--- src/rtl/mmio_pkg.sv ---
// Shared constants and types for the memory-mapped input/output registers
// of the touch-screen datapath.
package mmio_pkg;

  // Data-memory word addresses of the touch-entered inputs.
  localparam logic [31:0] INPUT1_ADDR  = 32'h0000_0000;
  localparam logic [31:0] INPUT2_ADDR  = 32'h0000_0004;
  // Output-side registers read back by the display path; not written here.
  localparam logic [31:0] OUTPUT1_ADDR = 32'h0000_0008;
  localparam logic [31:0] OUTPUT2_ADDR = 32'h0000_000C;

  // One queued entry is {sel, value}.
  localparam int unsigned ENTRY_W = 33;

  typedef struct packed {
    logic        sel;
    logic [31:0] value;
  } entry_t;

  typedef enum logic {
    IDLE = 1'b0,
    REQ  = 1'b1
  } inj_state_t;

  // Select between the two input word addresses.
  function automatic logic [31:0] sel_addr(input logic        sel,
                                           input logic [31:0] addr1,
                                           input logic [31:0] addr2);
    return sel ? addr2 : addr1;
  endfunction

endpackage

--- src/rtl/sync_fifo.sv ---
// Single-clock FIFO with wrap-bit pointers. Besides push/pop it exposes the
// youngest entry and lets it be overwritten in place (used for coalescing).
module sync_fifo #(
  parameter int unsigned WIDTH = 33,
  parameter int unsigned DEPTH = 4
) (
  input  logic                     clk,
  input  logic                     resetn,
  input  logic                     push,
  input  logic                     pop,
  input  logic [WIDTH-1:0]         wdata,
  output logic [WIDTH-1:0]         rdata,
  input  logic                     tail_wr,
  input  logic [WIDTH-1:0]         tail_wdata,
  output logic [WIDTH-1:0]         tail_rdata,
  output logic                     full,
  output logic                     empty,
  output logic [$clog2(DEPTH):0]   count
);

  localparam int unsigned AW = $clog2(DEPTH);
  localparam int unsigned PW = AW + 1;

  logic [WIDTH-1:0] mem [DEPTH];
  logic [PW-1:0]    wr_ptr;
  logic [PW-1:0]    rd_ptr;
  logic [AW-1:0]    wr_idx;
  logic [AW-1:0]    rd_idx;
  logic [AW-1:0]    tail_idx;

  assign wr_idx   = wr_ptr[AW-1:0];
  assign rd_idx   = rd_ptr[AW-1:0];
  assign tail_idx = wr_idx - AW'(1);

  assign empty      = (wr_ptr == rd_ptr);
  assign full       = (wr_ptr[AW] != rd_ptr[AW]) && (wr_idx == rd_idx);
  assign count      = wr_ptr - rd_ptr;
  assign rdata      = mem[rd_idx];
  assign tail_rdata = mem[tail_idx];

  // Advance pointers; a push while full is only issued together with a pop.
  always_ff @(posedge clk or negedge resetn) begin
    if (!resetn) begin
      wr_ptr <= '0;
      rd_ptr <= '0;
    end else begin
      if (push) wr_ptr <= wr_ptr + PW'(1);
      if (pop)  rd_ptr <= rd_ptr + PW'(1);
    end
  end

  // Storage write: new entry at the write slot, or in-place update of the tail.
  always_ff @(posedge clk) begin
    if (push) begin
      mem[wr_idx] <= wdata;
    end else if (tail_wr) begin
      mem[tail_idx] <= tail_wdata;
    end
  end

endmodule

--- src/rtl/mmio_input_injector.sv ---
// Queues touch-screen entries and replays each as a single-word DM write
// through a req/gnt handshake, keeping shadow copies of committed values.
// Optional build macro MMIO_INJ_COALESCE_EN: an entry with the same sel as
// the youngest queued entry overwrites it instead of taking a new slot.
//
// state | meaning
// IDLE  | no write outstanding; pops the FIFO head when one is queued
// REQ   | dm_req high with address/data held until dm_gnt
module mmio_input_injector
  import mmio_pkg::*;
#(
  parameter int unsigned FIFO_DEPTH  = 4,
  parameter logic [31:0] INPUT1_ADDR = mmio_pkg::INPUT1_ADDR,
  parameter logic [31:0] INPUT2_ADDR = mmio_pkg::INPUT2_ADDR,
  parameter int unsigned DROP_CNT_W  = 8
) (
  input  logic                  clk,
  input  logic                  resetn,
  input  logic                  input_valid,
  input  logic                  input_sel,
  input  logic [31:0]           input_value,
  output logic                  dm_req,
  output logic [31:0]           dm_addr,
  output logic [31:0]           dm_wdata,
  input  logic                  dm_gnt,
  output logic [31:0]           in1_value,
  output logic [31:0]           in2_value,
  output logic                  pending,
  output logic [DROP_CNT_W-1:0] drop_cnt,
  input  logic                  drop_clr
);

  localparam int unsigned PW = $clog2(FIFO_DEPTH) + 1;

  entry_t        in_entry;
  entry_t        head_entry;
  entry_t        tail_entry;
  logic          fifo_full;
  logic          fifo_empty;
  logic          fifo_push;
  logic          fifo_pop;
  logic [PW-1:0] fifo_count;
  logic          coalesce;
  logic          drop;

  inj_state_t    state;
  inj_state_t    state_nxt;
  logic          load;
  logic          commit;
  logic          req_sel;

  assign in_entry = '{sel: input_sel, value: input_value};

  sync_fifo #(
    .WIDTH (ENTRY_W),
    .DEPTH (FIFO_DEPTH)
  ) u_fifo (
    .clk        (clk),
    .resetn     (resetn),
    .push       (fifo_push),
    .pop        (fifo_pop),
    .wdata      (in_entry),
    .rdata      (head_entry),
    .tail_wr    (coalesce),
    .tail_wdata (in_entry),
    .tail_rdata (tail_entry),
    .full       (fifo_full),
    .empty      (fifo_empty),
    .count      (fifo_count)
  );

`ifdef MMIO_INJ_COALESCE_EN
  // The tail is off limits when it is also the head leaving on this edge.
  assign coalesce = input_valid && !fifo_empty && (tail_entry.sel == input_sel) &&
                    !(fifo_pop && (fifo_count == PW'(1)));
`else
  logic unused_tail;
  assign unused_tail = ^{tail_entry, fifo_count};
  assign coalesce    = 1'b0;
`endif

  // A full FIFO still accepts an entry when the head leaves on the same edge.
  assign fifo_push = input_valid && !coalesce && (!fifo_full || fifo_pop);
  assign drop      = input_valid && !coalesce && fifo_full && !fifo_pop;

  assign dm_req  = (state == REQ);
  assign pending = !fifo_empty || dm_req;

  // State register.
  always_ff @(posedge clk or negedge resetn) begin
    if (!resetn) begin
      state <= IDLE;
    end else begin
      state <= state_nxt;
    end
  end

  // Next state and the pop/load/commit strobes.
  always_comb begin
    state_nxt = state;
    fifo_pop  = 1'b0;
    load      = 1'b0;
    commit    = 1'b0;
    case (state)
      IDLE: begin
        if (!fifo_empty) begin
          fifo_pop  = 1'b1;
          load      = 1'b1;
          state_nxt = REQ;
        end
      end
      REQ: begin
        if (dm_gnt) begin
          commit    = 1'b1;
          state_nxt = IDLE;
        end
      end
      default: state_nxt = IDLE;
    endcase
  end

  // Capture the popped head as the outstanding write; held for all of REQ.
  always_ff @(posedge clk or negedge resetn) begin
    if (!resetn) begin
      dm_addr  <= '0;
      dm_wdata <= '0;
      req_sel  <= 1'b0;
    end else if (load) begin
      dm_addr  <= sel_addr(head_entry.sel, INPUT1_ADDR, INPUT2_ADDR);
      dm_wdata <= head_entry.value;
      req_sel  <= head_entry.sel;
    end
  end

  // Shadow copies follow only writes the arbiter has accepted.
  always_ff @(posedge clk or negedge resetn) begin
    if (!resetn) begin
      in1_value <= '0;
      in2_value <= '0;
    end else if (commit) begin
      if (req_sel) begin
        in2_value <= dm_wdata;
      end else begin
        in1_value <= dm_wdata;
      end
    end
  end

  // Saturating overflow counter; a clear wins over a same-cycle drop.
  always_ff @(posedge clk or negedge resetn) begin
    if (!resetn) begin
      drop_cnt <= '0;
    end else if (drop_clr) begin
      drop_cnt <= '0;
    end else if (drop && (drop_cnt != '1)) begin
      drop_cnt <= drop_cnt + DROP_CNT_W'(1);
    end
  end

endmodule

--- config.mk ---
export PLATFORM = sky130hd
export DESIGN_NAME = mmio_input_injector
export DESIGN_NICKNAME = d
export VERILOG_FILES = /design/src/rtl/mmio_pkg.sv /design/src/rtl/sync_fifo.sv /design/src/rtl/mmio_input_injector.sv
export SDC_FILE = /design/constraint.sdc
export NUM_CORES = 1
export LEC_CHECK = 0
export CAP_MARGIN = 25
export CORE_UTILIZATION = 45
export CTS_BUF_LIST = sky130_fd_sc_hd__clkbuf_16
export DETAILED_ROUTE_END_ITERATION = 10
export GPL_TIMING_DRIVEN = 0
export HOLD_SLACK_MARGIN = 0.15
export MAX_ROUTING_LAYER = met4
export PLACE_DENSITY = 0.78
export SLEW_MARGIN = 20
export SYNTH_ARGS = -nofsm -noshare
export SYNTH_HDL_FRONTEND = slang
export SYNTH_SLANG_ARGS = --single-unit
--- constraint.sdc ---
create_clock -name clk -period 2.4 [get_ports clk]
set_clock_uncertainty 0.15 [all_clocks]
set_input_delay 0.48 -clock clk [delete_from_list [all_inputs] [get_ports clk]]
set_output_delay 0.48 -clock clk [all_outputs]
set_load 0.01 [all_outputs]
Fig. 1: run 1, routed metal per tile
The bar under the picture is 50 µm long. 29 x 29 tiles, from black (low) to pale yellow (high), scaled to the fullest tile. Values are wire area over tile area, all layers added.
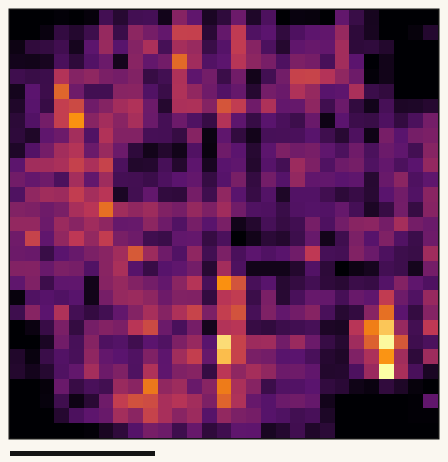
- tiles over half the peak: 6.2%
- fullest tile: 0.56
- emptiest ninth of the die: north-east
count of vias placed by the detailed router: 5011
Total Routing Usage GR: 19.15%
Routed WL per cell: 19.65 µm
final routed wirelength across all metal layers: 19.56 mm

Fig. 2: run 1, placed cells, one color a class
Fill, decap, tap and diode cells in gray.
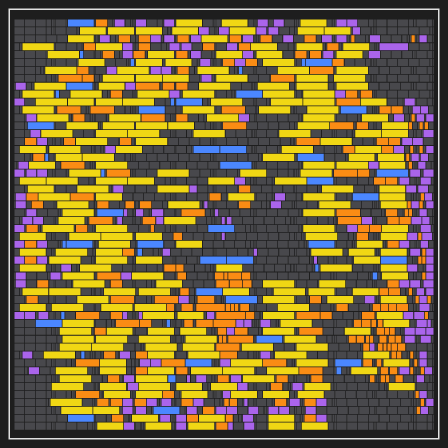
- registers: yellow (cells 244)
- clock drivers and dummy loads: blue (cells 48)
- remaining logic cells: orange (cells 232)
- remaining buffers and delay cells: purple (cells 201)
proportion of cell area occupied by registers: 54.74%
number of standard-cell rows in the floorplan: 52
core region area: 20430 µm²
Post-Route Utilization: 60.50%

Fig. 3: run 1, placement view
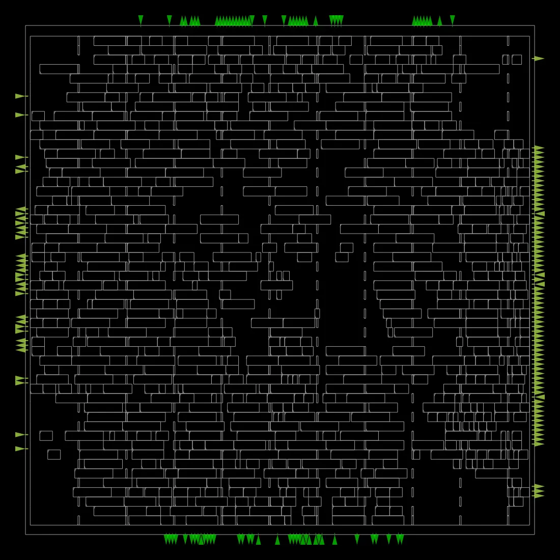
filler-free cell count of the finished design: 995
number of tap cells inserted: 270

Fig. 4: run 1, where the registers sit
Other sequential cells in the stronger gray, the rest of the logic in the fainter gray.
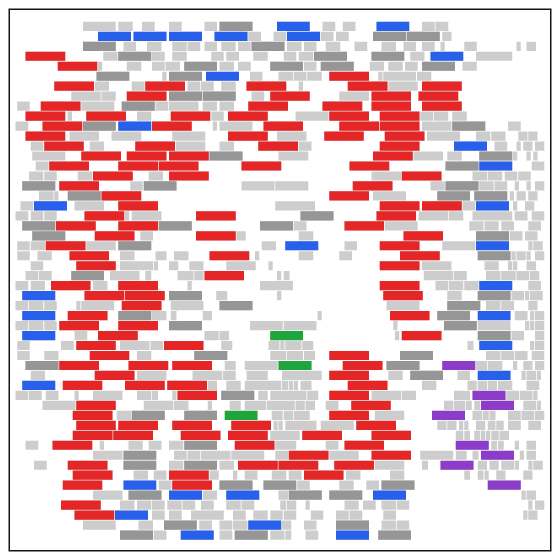
- `in1_value`: blue (placed flops 32; where all over the die)
- `u_fifo.wr_ptr`: green (placed flops 3)
- `drop_cnt`: purple (placed flops 8; where south-east)
- `u_fifo.mem`: red (placed flops 132)
- not colored: 69
sequential cell area in the final layout: 6766 µm²
flip-flop and latch power: 6.68 mW

==> run 1: sequential cells by signal (all words and copies together), names as in the netlist <==
signal and count:
u_fifo.mem 132, dm_wdata 32, in1_value 32, in2_value 32, drop_cnt 8, u_fifo.rd_ptr 3, u_fifo.wr_ptr 3, dm_req 1
req_sel 1
==> run 1: power by group <==
| part | total (mW) | internal (mW) | switching, mW |
|---|---|---|---|
| logic | 6.33 | 3.64 | 2.69 |
| registers | 6.68 | 5.91 | 0.773 |
| clock network | 3.96 | 2.41 | 1.55 |
==> run 1: metrics by stage <==
step / cell area (µm²) / setup slack (ns) / util [%]
3_3_place_gp: 11380 / -3.674 / 55.71
5_1_grt: 12360 / -0.1109 / 60.50
4_1_cts: 12360 / -0.01650 / 60.52
2_1_floorplan: 9613 / 0.1706 / -
6_report: 12360 / -0.01245 / 60.50
3_5_place_dp: 11410 / -0.6083 / 55.86
==> run 1: cells in the mapped netlist, types with 2 or more instances <==
| cell | instances |
|---|---|
| o21ai_0 | 2 |
| mux2_2 | 96 |
| nand2_1 | 5 |
| dfrtp_1 | 112 |
| xor2_1 | 2 |
| mux2_1 | 2 |
| xnor2_1 | 3 |
| buf_1 | 4 |
| ha_1 | 6 |
| o21a_1 | 2 |
| nand3_1 | 4 |
| mux4_2 | 33 |
| o31ai_1 | 4 |
| or4_1 | 5 |
| and2_1 | 4 |
| a21oi_1 | 6 |
| edfxtp_1 | 132 |
| xnor2_4 | 2 |
| nand4_1 | 2 |
| o41ai_1 | 2 |
| inv_1 | 5 |
| buf_4 | 36 |
| clkbuf_1 | 7 |
| buf_2 | 4 |
==> run 1: routing by layer <==
layer	wire length, µm	global-route usage [%]
met2	10100	33.14
met1	8154	23.42
met4	288	4.691
met5	0	-
met3	1013	3.292
==> design notes, run 1 <==
The run finished, with violations left. The checks that failed: setup timing. The tools report the peak ir drop on the vdd network as 0.7373 mV.

TritonCTS reports the number of clock sinks as 244. STA lists the startpoint of the worst register-to-register path as u_fifo.rd_ptr[0]. The clock passes through at most 3 buffers. According to the finish report, the design has a final net count of 749. The number of endpoints failing setup at the final stage is 16, and the later-pin clock latency in the skew report is 0.52 ns. The tools report the global placer's final weighted congestion as 0.7507.

For the total instance count after detailed placement, the log shows 938. The tools report the DRC violation count after routing as 0. Non-clock buffering takes up 14.87% of total cell area after layout. In the final layout, multi-input gates take up 20.53% of the cell area.

The tools report the number of hold violations in the final report as 0. Grouping stages by cell kind, the critical path spends the most delay in simple AND/OR/NAND/NOR gates. The tally of filler cells in the layout was 1533.

The signal on the critical path passes through buf_6, xnor2_4, buf_4, a41oi_2, and2_2. Tally of max-capacitance violations: 0. In the synthesized netlist, the dominant kind of combinational cell is multiplexers. The tightest min-delay check is of the in2reg type.

Dividing the final minimum period by the clock period gives 100.5%. The die is 147.3 µm tall. The count of H-tree levels built during CTS was 1. The first global-routing pass estimated 30.59 mm of wire. In the synthesized netlist the dominant register cell turns out to be edfxtp_1. Type of the setup path with the least slack: reg2reg.

The number of flops mapped to enable cells by yosys was 132; the portion of the layout cell area used by clock cells was 6.974%. The area added between synthesis and finish came out at 30.18%. The run gives 1373 nW/µm² for the total power divided by cell area. The run gives 2.42 ns as the data arrival time at the worst-slack endpoint. The total overflow left after global routing is 0. With the hold-critical path depth at 2, the initial antenna violation count is 0. The depth of the critical timing path with buffers and inverters included was 5. With the inverter tally of the final layout excluding the clock network at 5, the number of buffer cells added on primary ports is 143. The tools report the total count of max-transition violations in the final report as 0. Warnings raised by the tools during the run amount to 31. Transition time of the tightest slew-check pin: 0.8163 ns.

Setup repair after global routing could not meet its margin everywhere. In the final layout, the share of cells above drive strength 1 is 31.31%. The summed standard-cell area reported by yosys is 9495 µm², and the detailed-router iteration count before antenna repair is 4.

The share of synthesized registers carrying an async set or reset works out to 45.90%. The startpoint class of the critical path was a register. With the part of the Yosys area used for sequential elements at 71.26%, the number of top-level pins is 176. In this run the worst setup path begins at u_fifo.rd_ptr[0]. The run gives 41.74% for the share of the synthesized area in the top cell type.

In this run the most critical hold path is launched from drop_clr. The number of antenna diodes in the final layout is 0. The destination of the worst hold path was drop_cnt[4].

In the CTS report, the clock slew at the register clock pins of the worst setup and hold paths is listed as 0.06 ns. Area of the die: 21690 µm². TritonCTS built the clock tree. The tools report the combinational gate area as 2537 µm². The worst path in the final design needs a cycle of 2.412 ns, including I/O delays and setup. The design has 244 sequential cells. The worst reg-to-reg path cell count is 5, and the worst hold slack after final layout is 0.1904 ns. At the floorplan stage, the core utilization is reported as 46.48%. Per the repair_timing log after CTS, setup buffers inserted total 4. The proportion of synthesized area in mux cells was 19.45%.

Once detail routing completed, the nets flagged for antenna violations numbered 0. The run gives 5.036 for the average vias per placed instance. The run gives 494 for the post-synthesis instance total.

Yosys mapped the design onto 38 distinct sky130hd cell types. The tools report the largest net degree at the start of global routing as 68. Per the cell usage report, the commonest logic cells after layout are clkdlybuf4s50_1 (141), edfxtp_1 (132), dfrtp_1 (112). Leaving out the clock tree, the finished layout contains a buffer count of 201. The largest fanout on the critical path works out to 16. The delay contributed by the slowest stage of the critical path is 0.60 ns, and the AND-OR/OR-AND share of the synthesized area is 1.568%. The setup slack of the worst register-to-register path was -0.01 ns. The HPWL after detailed placement was 12.28 mm; the data required time at the worst endpoint was 2.40 ns.

Standard cell with the maximum stage delay on the critical path: and2_2. From left edge to right edge, the die measures 147.3 µm. The tools report the headroom to the max-slew limit as 45.58%. The run gives -0.01245 ns for the setup slack of the critical path after layout.
==> run 2, diff against run 1 <==
Settings changed: PLACE_DENSITY 0.78 to 0.73.
==> run 2 against run 1 <==
  * The flow now finishes without violations
  * Critical endpoint is now pending
  * Die size did not move
  * Flip-flop count stayed put
  * Synthesized area unchanged
  * Fmax is 4.1% higher
==> design notes, run 2 <==
The share of synthesized registers carrying an async set or reset is 45.90% (unchanged). For the DRC violation count after routing, the log shows 0 (unchanged). TritonCTS built the clock tree.

The run gives 147.3 µm (unchanged) for the vertical extent of the die. Setup repair after global routing left no endpoint under its margin. Data arrival time at the worst-slack endpoint: 1.69 ns (-0.73 ns).

The power in the clock group came out at 3.83 mW (-3%). The horizontal die dimension works out to 147.3 µm (unchanged). The total cell area at the placement stage was 11410 µm² (unchanged).

The total number of warnings across the stage logs is 29 (-6.5%). With the first-pass GRT wire length at 29.47 mm (-3.7%), the pre-CTS setup slack is -0.5652 ns (+0.04308 ns). The run gives 1.77 ns (-0.63 ns) as the data required time at the worst endpoint. The detailed-router iteration count before antenna repair is 4 (unchanged).

The logs give 6.13 mW (-3%) for the combinational power and 0 (unchanged) for the initial antenna violation count. The remaining number of nets flagged by the antenna check after routing was 0 (unchanged). With the met2 routed wirelength at 9.735 mm (-3.6%), the fraction of layout cells with a size suffix above 1 is 30.63% (-0.68 points). Transition time of the tightest slew-check pin: 0.8071 ns (-0.009231 ns). Area of the die: 21690 µm² (unchanged).

The clock transition at the registers of the reported paths is 0.06 ns (about the same), and the internal power is 11.77 mW (-1.6%). The run gives 40.2% (+0.8 points) for the power share of the sequential group. The run gives 8 (-8) for the largest fanout on the critical path. The area added between synthesis and finish works out to 29.00%. The most critical min-delay path falls under in2reg. The run gives 985 (-1.0%) for the final standard cell count with taps included and fillers excluded. The average vias per placed instance was 5.077 (+0.81%); the wire length on met1 was 7.569 mm (-7.2%). The clock sink count was 244 (unchanged); the summed standard-cell area reported by yosys was 9495 µm² (unchanged). The largest net degree at the start of global routing was 74 (+8.8%); the average routed wire per standard cell was 18.96 µm (-3.5%).

The largest part of the power goes to registers. The post-layout minimum cycle time was 2.317 ns (-0.09591 ns). The tools report the floorplan utilization as 46.48% (unchanged). The fraction of power spent switching nets works out to 29.32% (-0.21 points). Counting instances in the post-synthesis netlist gives the leading cell types as edfxtp_1 (132), dfrtp_1 (112), mux2_2 (96), buf_4 (36), mux4_2 (33).

With the switching power summed over all nets at 4.882 mW (-2.6%), the number of distinct library cells after synthesis is 38 (unchanged). For the total instance count after detailed placement, the log shows 938 (unchanged). The number of flops mapped to enable cells by yosys works out to 132 (unchanged).

In this run the top signal layer used is met4. The total wirelength of the detailed-routed design is 18.68 mm (-4.5%). The count of H-tree levels built during CTS was 1 (unchanged). The HPWL after detailed placement was 11.93 mm (-2.9%); the number of top-level pins was 176 (unchanged). The run gives 494 (unchanged) as the post-synthesis instance total. With the number of endpoints failing setup at the final stage at 0 (-16), the peak ir drop on the vdd network is 0.7243 mV (-1.8%).

The total power divided by cell area works out to 1359 nW/µm² (-1.0%). Post-route core utilization: 59.96% (-0.54 points). The part of the power in combinational logic was 36.8% (-0.5 points). The aggregate global-route resource usage came out at 18.24% (-0.92 points). For the tally of filler cells in the layout, the log shows 1515 (-1.2%). Row count: 52 (unchanged). The global placer's final weighted congestion is 0.7470 (-0.49%), and the met3 track utilization from global routing is 3.323% (+0.031 points). The run finished with clean final reports.
run 2: worst paths after layout:
| path | startpoint | endpoint | slack (ns) | depth (start not counted) |
|---|---|---|---|---|
| max in group asynchronous | resetn | dm_wdata[12] | 1.09 | 3 |
| min reg2reg | in1_value[10] | in1_value[10] | 0.35 | 1 |
| max | u_fifo.rd_ptr[0] | pending | 0.08 | 4 |
| min | drop_clr | drop_cnt[6] | 0.20 | 2 |
| max reg2reg | dm_req | in2_value[23] | 0.13 | 4 |
| min in group asynchronous | resetn | in2_value[25] | 0.31 | 2 |
run 2: area by class of cell:
type | instances | area [µm²] | area share (%)
multi-input cells | 223 | 2497 | 20.39
well taps | 270 | 337.8 | 2.758
repair buffers | 146 | 1473 | 12.02
clock inverters | 20 | 187.7 | 1.532
clock buffers | 25 | 625.6 | 5.107
inverters | 5 | 18.77 | 0.1532
plain buffers | 52 | 342.8 | 2.799
flip-flops and latches | 244 | 6766 | 55.24
run 2: cell families after synthesis:
| kind of cell | count (synthesis) |
|---|---|
| multiplexers | 131 |
| flip-flops | 244 |
| AND-OR/OR-AND | 20 |
| AND/OR/NAND/NOR | 27 |
| XOR/XNOR | 8 |
| buffers and inverters | 57 |
| adder cells (fa/ha/maj) | 6 |
| other | 1 |
run 2: repair_timing:
| item | in CTS | in global routing |
|---|---|---|
| hold buffers | 1 | 0 |
| buffers inserted | 1 | 0 |
| endpoints found under the hold margin | 42 | 0 |
| gates resized | 9 | 0 |
| setup endpoints to repair | 134 | 0 |
run 2: worst max-delay path, cell delays in order, from the launching register on:
cell and delay, ns:
dfrtp_1 0.39, buf_6 0.16, xnor2_4 0.25, nand4b_1 0.19
buf_2 0.18
Fig. 5: run 2, a small window of the routed layout
The bar under the picture is 20 µm long. Window x 12 to 62, y 12 to 62 µm. Cells in gray, sequential cells in the stronger gray; small squares are vias.
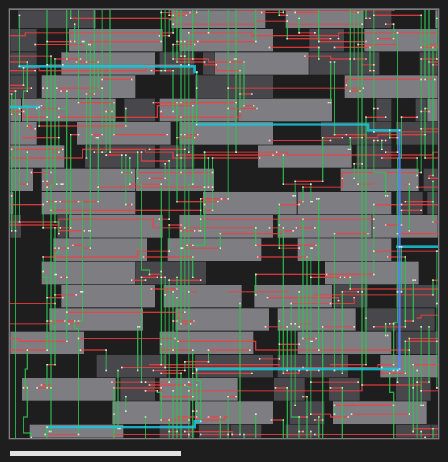
- M1: red
- M2: green
- M3: cyan
- M4: blue
- most frequent: edfxtp_1 (33), dfrtp_1 (14), mux2_2 (11)
- sequential cells in the window: 47
- cells with their middle in the window: 86
- netlist names of flops here include: `u_fifo.mem` (33), `dm_wdata` (7), `in2_value` (3)

Fig. 6: run 2, where the registers sit
Other sequential cells in the stronger gray, the rest of the logic in the fainter gray.
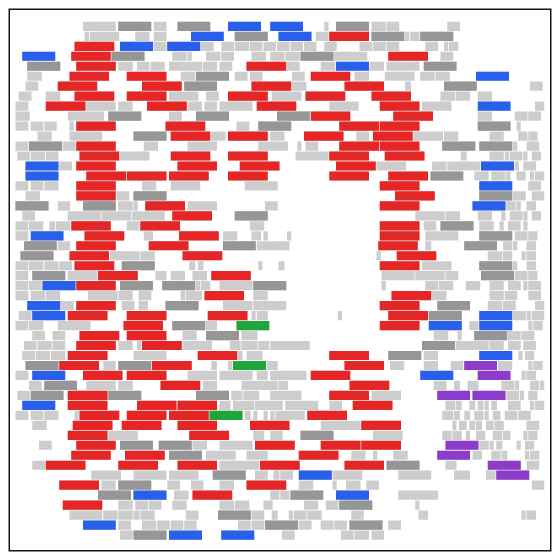
- `u_fifo.mem`: red (placed flops 132)
- `drop_cnt`: purple (placed flops 8; where south-east)
- `u_fifo.wr_ptr`: green (placed flops 3)
- `in1_value`: blue (placed flops 32; where all over the die)
flip-flop and latch power: 6.69 mW
proportion of cell area occupied by registers: 55.24%

Power is estimated from default activity; no workload was simulated.
